`src/rtl/fir_pkg.sv`:
```
// Shared types and width helpers for the multi-channel FIR MAC engine family.
//   state_t   : engine control states
//   acc_width : accumulator width that cannot overflow over NTaps products
//   ptr_width : tap index / head pointer width
//   ch_width  : channel tag width (at least one bit)
package fir_pkg;

   typedef enum logic [1:0] {
      IDLE = 2'd0,
      MAC  = 2'd1,
      OUT  = 2'd2
   } state_t;

   function automatic int unsigned acc_width(input int unsigned data_w,
                                             input int unsigned coeff_w,
                                             input int unsigned n_taps);
      return data_w + coeff_w + $clog2(n_taps);
   endfunction

   function automatic int unsigned ptr_width(input int unsigned n_taps);
      return $clog2(n_taps);
   endfunction

   function automatic int unsigned ch_width(input int unsigned n_channels);
      return (n_channels > 1) ? $clog2(n_channels) : 1;
   endfunction

endpackage

```
`src/rtl/fir_round_sat.sv`:
```
// Combinational round-half-up, arithmetic shift and saturation of a wide
// accumulator down to a signed sample.
//   acc    : signed accumulator value
//   result : rounded, shifted and clamped signed sample
module fir_round_sat #(
   parameter int unsigned AccWidth  = 20,
   parameter int unsigned DataWidth = 8,
   parameter int unsigned OutShift  = 0
) (
   input  logic signed [AccWidth-1:0]  acc,
   output logic signed [DataWidth-1:0] result
);

   // One guard bit so the rounding bias can never wrap.
   localparam int unsigned SumWidth = AccWidth + 1;
   localparam logic signed [SumWidth-1:0] MaxVal =
      SumWidth'((64'd1 << (DataWidth - 1)) - 64'd1);
   localparam logic signed [SumWidth-1:0] MinVal = ~MaxVal;

   logic signed [SumWidth-1:0] acc_ext;
   logic signed [SumWidth-1:0] rounded;

   assign acc_ext = {acc[AccWidth-1], acc};

   generate
      if (OutShift > 0) begin : g_round
         localparam logic signed [SumWidth-1:0] Bias =
            SumWidth'(64'd1 << (OutShift - 1));
         logic signed [SumWidth-1:0] biased;
         assign biased  = acc_ext + Bias;
         assign rounded = biased >>> OutShift;
      end else begin : g_pass
         assign rounded = acc_ext;
      end
   endgenerate

   // Clamp to the signed output range.
   always_comb begin
      result = rounded[DataWidth-1:0];
      if (rounded > MaxVal) begin
         result = MaxVal[DataWidth-1:0];
      end else if (rounded < MinVal) begin
         result = MinVal[DataWidth-1:0];
      end
   end

endmodule

```
`src/rtl/fir_mac_engine.sv`:
```
// Time-multiplexed multi-channel FIR filter with one shared MAC.
//   clk, resetN                          : clock, synchronous active-low reset
//   coeffWrEn/coeffAddr/coeffData        : coefficient write port (IDLE only)
//   coeffReady                           : coefficient writes accepted
//   clearHistory                         : zero all histories and head pointers
//   bypass                               : pass the accepted sample straight out
//   inValid/inReady/inData/inChannel     : input sample handshake
//   outValid/outReady/outData/outChannel : output sample handshake
module fir_mac_engine
   import fir_pkg::*;
#(
   parameter  int unsigned NTaps      = 13,
   parameter  int unsigned DataWidth  = 8,
   parameter  int unsigned CoeffWidth = 8,
   parameter  int unsigned NChannels  = 2,
   parameter  int unsigned OutShift   = 0,
   localparam int unsigned PtrWidth   = ptr_width(NTaps),
   localparam int unsigned ChWidth    = ch_width(NChannels),
   localparam int unsigned AccWidth   = acc_width(DataWidth, CoeffWidth, NTaps)
) (
   input  logic                         clk,
   input  logic                         resetN,
   input  logic                         coeffWrEn,
   input  logic [PtrWidth-1:0]          coeffAddr,
   input  logic signed [CoeffWidth-1:0] coeffData,
   output logic                         coeffReady,
   input  logic                         clearHistory,
   input  logic                         bypass,
   input  logic                         inValid,
   output logic                         inReady,
   input  logic signed [DataWidth-1:0]  inData,
   input  logic [ChWidth-1:0]           inChannel,
   output logic                         outValid,
   input  logic                         outReady,
   output logic signed [DataWidth-1:0]  outData,
   output logic [ChWidth-1:0]           outChannel
);

   localparam int unsigned ProdWidth = DataWidth + CoeffWidth;

   state_t state, state_next;

   logic signed [CoeffWidth-1:0] coeff [NTaps];
   logic signed [DataWidth-1:0]  hist  [NChannels][NTaps];
   logic [PtrWidth-1:0]          head  [NChannels];

   logic [PtrWidth-1:0]          tap;
   logic [ChWidth-1:0]           ch;
   logic signed [AccWidth-1:0]   acc;
   logic signed [AccWidth-1:0]   acc_sum;
   logic signed [ProdWidth-1:0]  prod;
   logic [PtrWidth-1:0]          hist_idx;
   logic [ChWidth-1:0]           in_ch;
   logic                         idle_open;
   logic                         accept;
   logic                         coeff_wr;
   logic                         last_tap;
   logic signed [DataWidth-1:0]  mac_result;

   // Handshake qualification in IDLE.
   assign idle_open  = (state == IDLE) && !clearHistory;
   assign inReady    = idle_open;
   assign coeffReady = idle_open;
   assign accept     = idle_open && inValid;
   assign coeff_wr   = idle_open && coeffWrEn &&
                       ({1'b0, coeffAddr} < (PtrWidth + 1)'(NTaps));
   // Out-of-range channel tags fold onto channel 0.
   assign in_ch      = ({1'b0, inChannel} < (ChWidth + 1)'(NChannels)) ? inChannel : '0;
   assign last_tap   = (tap == PtrWidth'(NTaps - 1));

   // Tap k reads the sample written k accepts ago: (head - k) mod NTaps.
   assign hist_idx = (head[ch] >= tap) ? (head[ch] - tap)
                                       : (head[ch] + PtrWidth'(NTaps) - tap);
   assign prod     = ProdWidth'(coeff[tap]) * ProdWidth'(hist[ch][hist_idx]);
   assign acc_sum  = acc + AccWidth'(prod);

   fir_round_sat #(
      .AccWidth  (AccWidth),
      .DataWidth (DataWidth),
      .OutShift  (OutShift)
   ) u_round_sat (
      .acc    (acc_sum),
      .result (mac_result)
   );

   // State register.
   always_ff @(posedge clk) begin
      if (!resetN) begin
         state <= IDLE;
      end else begin
         state <= state_next;
      end
   end

   // Next-state logic.
   always_comb begin
      state_next = state;
      case (state)
         IDLE:    if (accept) state_next = bypass ? OUT : MAC;
         MAC:     if (last_tap) state_next = OUT;
         OUT:     if (outReady) state_next = IDLE;
         default: state_next = IDLE;
      endcase
   end

   // Datapath: coefficients, histories, accumulator and output register.
   always_ff @(posedge clk) begin
      if (!resetN) begin
         for (int t = 0; t < NTaps; t++) coeff[t] <= '0;
         for (int c = 0; c < NChannels; c++) begin
            head[c] <= '0;
            for (int t = 0; t < NTaps; t++) hist[c][t] <= '0;
         end
         tap        <= '0;
         ch         <= '0;
         acc        <= '0;
         outValid   <= 1'b0;
         outData    <= '0;
         outChannel <= '0;
      end else begin
         case (state)
            IDLE: begin
               if (clearHistory) begin
                  for (int c = 0; c < NChannels; c++) begin
                     head[c] <= '0;
                     for (int t = 0; t < NTaps; t++) hist[c][t] <= '0;
                  end
               end else begin
                  if (coeff_wr) coeff[coeffAddr] <= coeffData;
                  if (inValid) begin
                     ch  <= in_ch;
                     tap <= '0;
                     acc <= '0;
                     if (bypass) begin
                        outValid   <= 1'b1;
                        outData    <= inData;
                        outChannel <= in_ch;
                     end else begin
                        hist[in_ch][head[in_ch]] <= inData;
                     end
                  end
               end
            end
            MAC: begin
               acc <= acc_sum;
               tap <= tap + PtrWidth'(1);
               if (last_tap) begin
                  head[ch]   <= (head[ch] == PtrWidth'(NTaps - 1)) ? '0
                                                                   : head[ch] + PtrWidth'(1);
                  outValid   <= 1'b1;
                  outData    <= mac_result;
                  outChannel <= ch;
               end
            end
            OUT: begin
               if (outReady) outValid <= 1'b0;
            end
            default: ;
         endcase
      end
   end

endmodule

```
`config.mk`:
```
export PLATFORM = sky130hd
export DESIGN_NAME = fir_mac_engine
export DESIGN_NICKNAME = d
export VERILOG_FILES = /design/src/rtl/fir_pkg.sv /design/src/rtl/fir_round_sat.sv /design/src/rtl/fir_mac_engine.sv
export SDC_FILE = /design/constraint.sdc
export NUM_CORES = 1
export LEC_CHECK = 0
export ABC_CLOCK_PERIOD_IN_PS = 11810
export CORE_MARGIN = 10
export CORE_UTILIZATION = 54
export CTS_CLUSTER_DIAMETER = 80
export CTS_CLUSTER_SIZE = 24
export DETAILED_ROUTE_END_ITERATION = 10
export GPL_ROUTABILITY_DRIVEN = 0
export MAX_ROUTING_LAYER = met4
export PLACE_DENSITY = 0.71
export RECOVER_POWER = 50
export SYNTH_ARGS = -nofsm -noshare
export SYNTH_HDL_FRONTEND = slang
export SYNTH_SLANG_ARGS = --single-unit
```
`constraint.sdc`:
```
create_clock -name clk -period 11.81 [get_ports clk]
set_input_delay 3.543 -clock clk [delete_from_list [all_inputs] [get_ports clk]]
set_output_delay 3.543 -clock clk [all_outputs]
set_load 0.05 [all_outputs]
```
==> CHANGELOG.md <==
### Implementation results

- Arrival time worst endpoint: 11.18 ns
- Gate power share: 0.603
- Clk. pwr: about 930 uW
- CTS Root Cell: clkbuf_16
- H-tree depth: 1
- Crit path time final: ~11 ns
- Vias/cell: 6.10
- Worst Tran Pin Value: 3.07 ns
- Seq area share: 0.469
- Post-CTS Setup Inserts: 0
- Yosys cell types: slightly below 90
- # fillers: 3,309
- Full die area: 49,400 um2
- Sequential cell fraction of total power: 0.252
- Outcome: complete, but fails checks
- Cycle use final: 0.905
- Inserted Diodes: 1
- Yosys chip area: 22,100 um2
- Max-cap violations: 1
- GRT overflow: 0
- CP top delay family: adder cells
- Leading cell kind: flip-flops and latches
- Startpoint Class: flop
- DP Area: 23,100 um2
- Initial antenna violation count: 2
- Peak VDD IR: about 0.33 mV
- NetSw: a little under 3 mW
- Clk slew on worst S/H paths: 0.08 ns
- Mux share: 0.0709
- Hold Crit Class: reg2reg
- Num sequential: 386
- Top-area cell share: 0.468
- Resized Gates After CTS: 0
- Nets: around 2,100
- Final setup fails: 0
- Failing checks: max-capacitance violations, max-slew violations
- Final instance area: 23,800 um2
- Pins over their slew limit: 68
- Storage cell area: 11,200 um2
- Starting density of the core: 0.543
- Syn Inst Count: 1,899
path summary, 6_finish.rpt:
path	slack, ns	to	cells after the start	startpoint
max	1.12	outData[0]	29	flop
min	0.49	acc[19]	2	acc[19]
max reg2reg	1.12	outData[0]	29	flop
min reg2reg	0.49	acc[19]	2	acc[19]
state kept, by name, indices dropped and copies added (netlist names), named ones only:
register    cells
hist          208
coeff         128
acc            20
head            8
outData         8
tap             4
state           2
ch              1
outChannel      1
outValid        1
layer usage:
metal | vias up | wire, um | track usage
li1 | 6831 | - | -
met1 | 7487 | 23200 | 0.301
met2 | 674 | 26400 | 0.356
met3 | 104 | 4940 | 0.0417
met4 | 0 | 1540 | 0.0636
met5 | - | 0 | -
met3.png
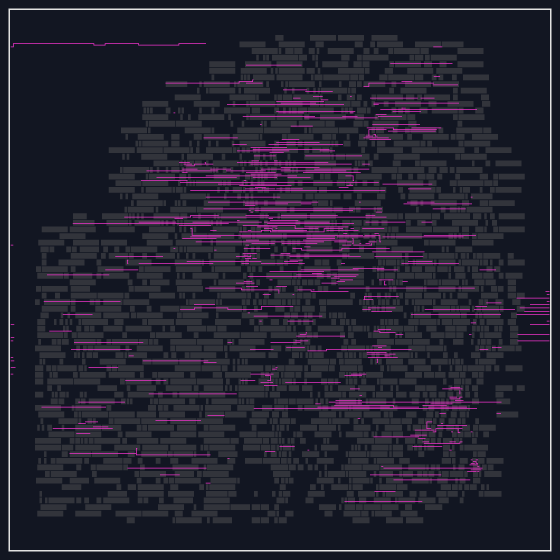
nets with wire on the layer = 244
longest straight run = 91.5 um

clock_map.png
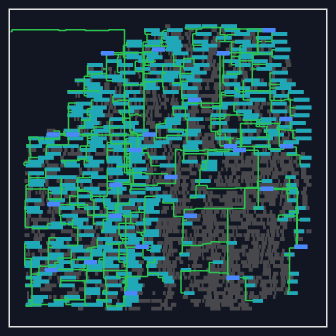
flip-flops -> cyan  # count 386
clock wires -> green  # length 4,610 um
cells driving clock nets -> blue  # count 25
flops lie = spread over the die
routed clock nets = 26
clock share of power: 0.145
clk_lat worst skew: 0.59 ns
Clock Skews: 0.0201 ns

final_congestion.png
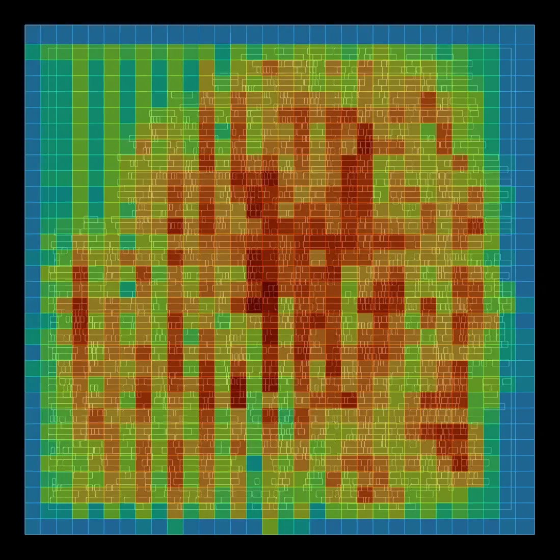
GRT busiest layer: met2
met2 Usage GRT: 0.356
GR Util met1: 0.301
Tot GR Track Use: 0.228

Power and IR drop assume default switching activity.
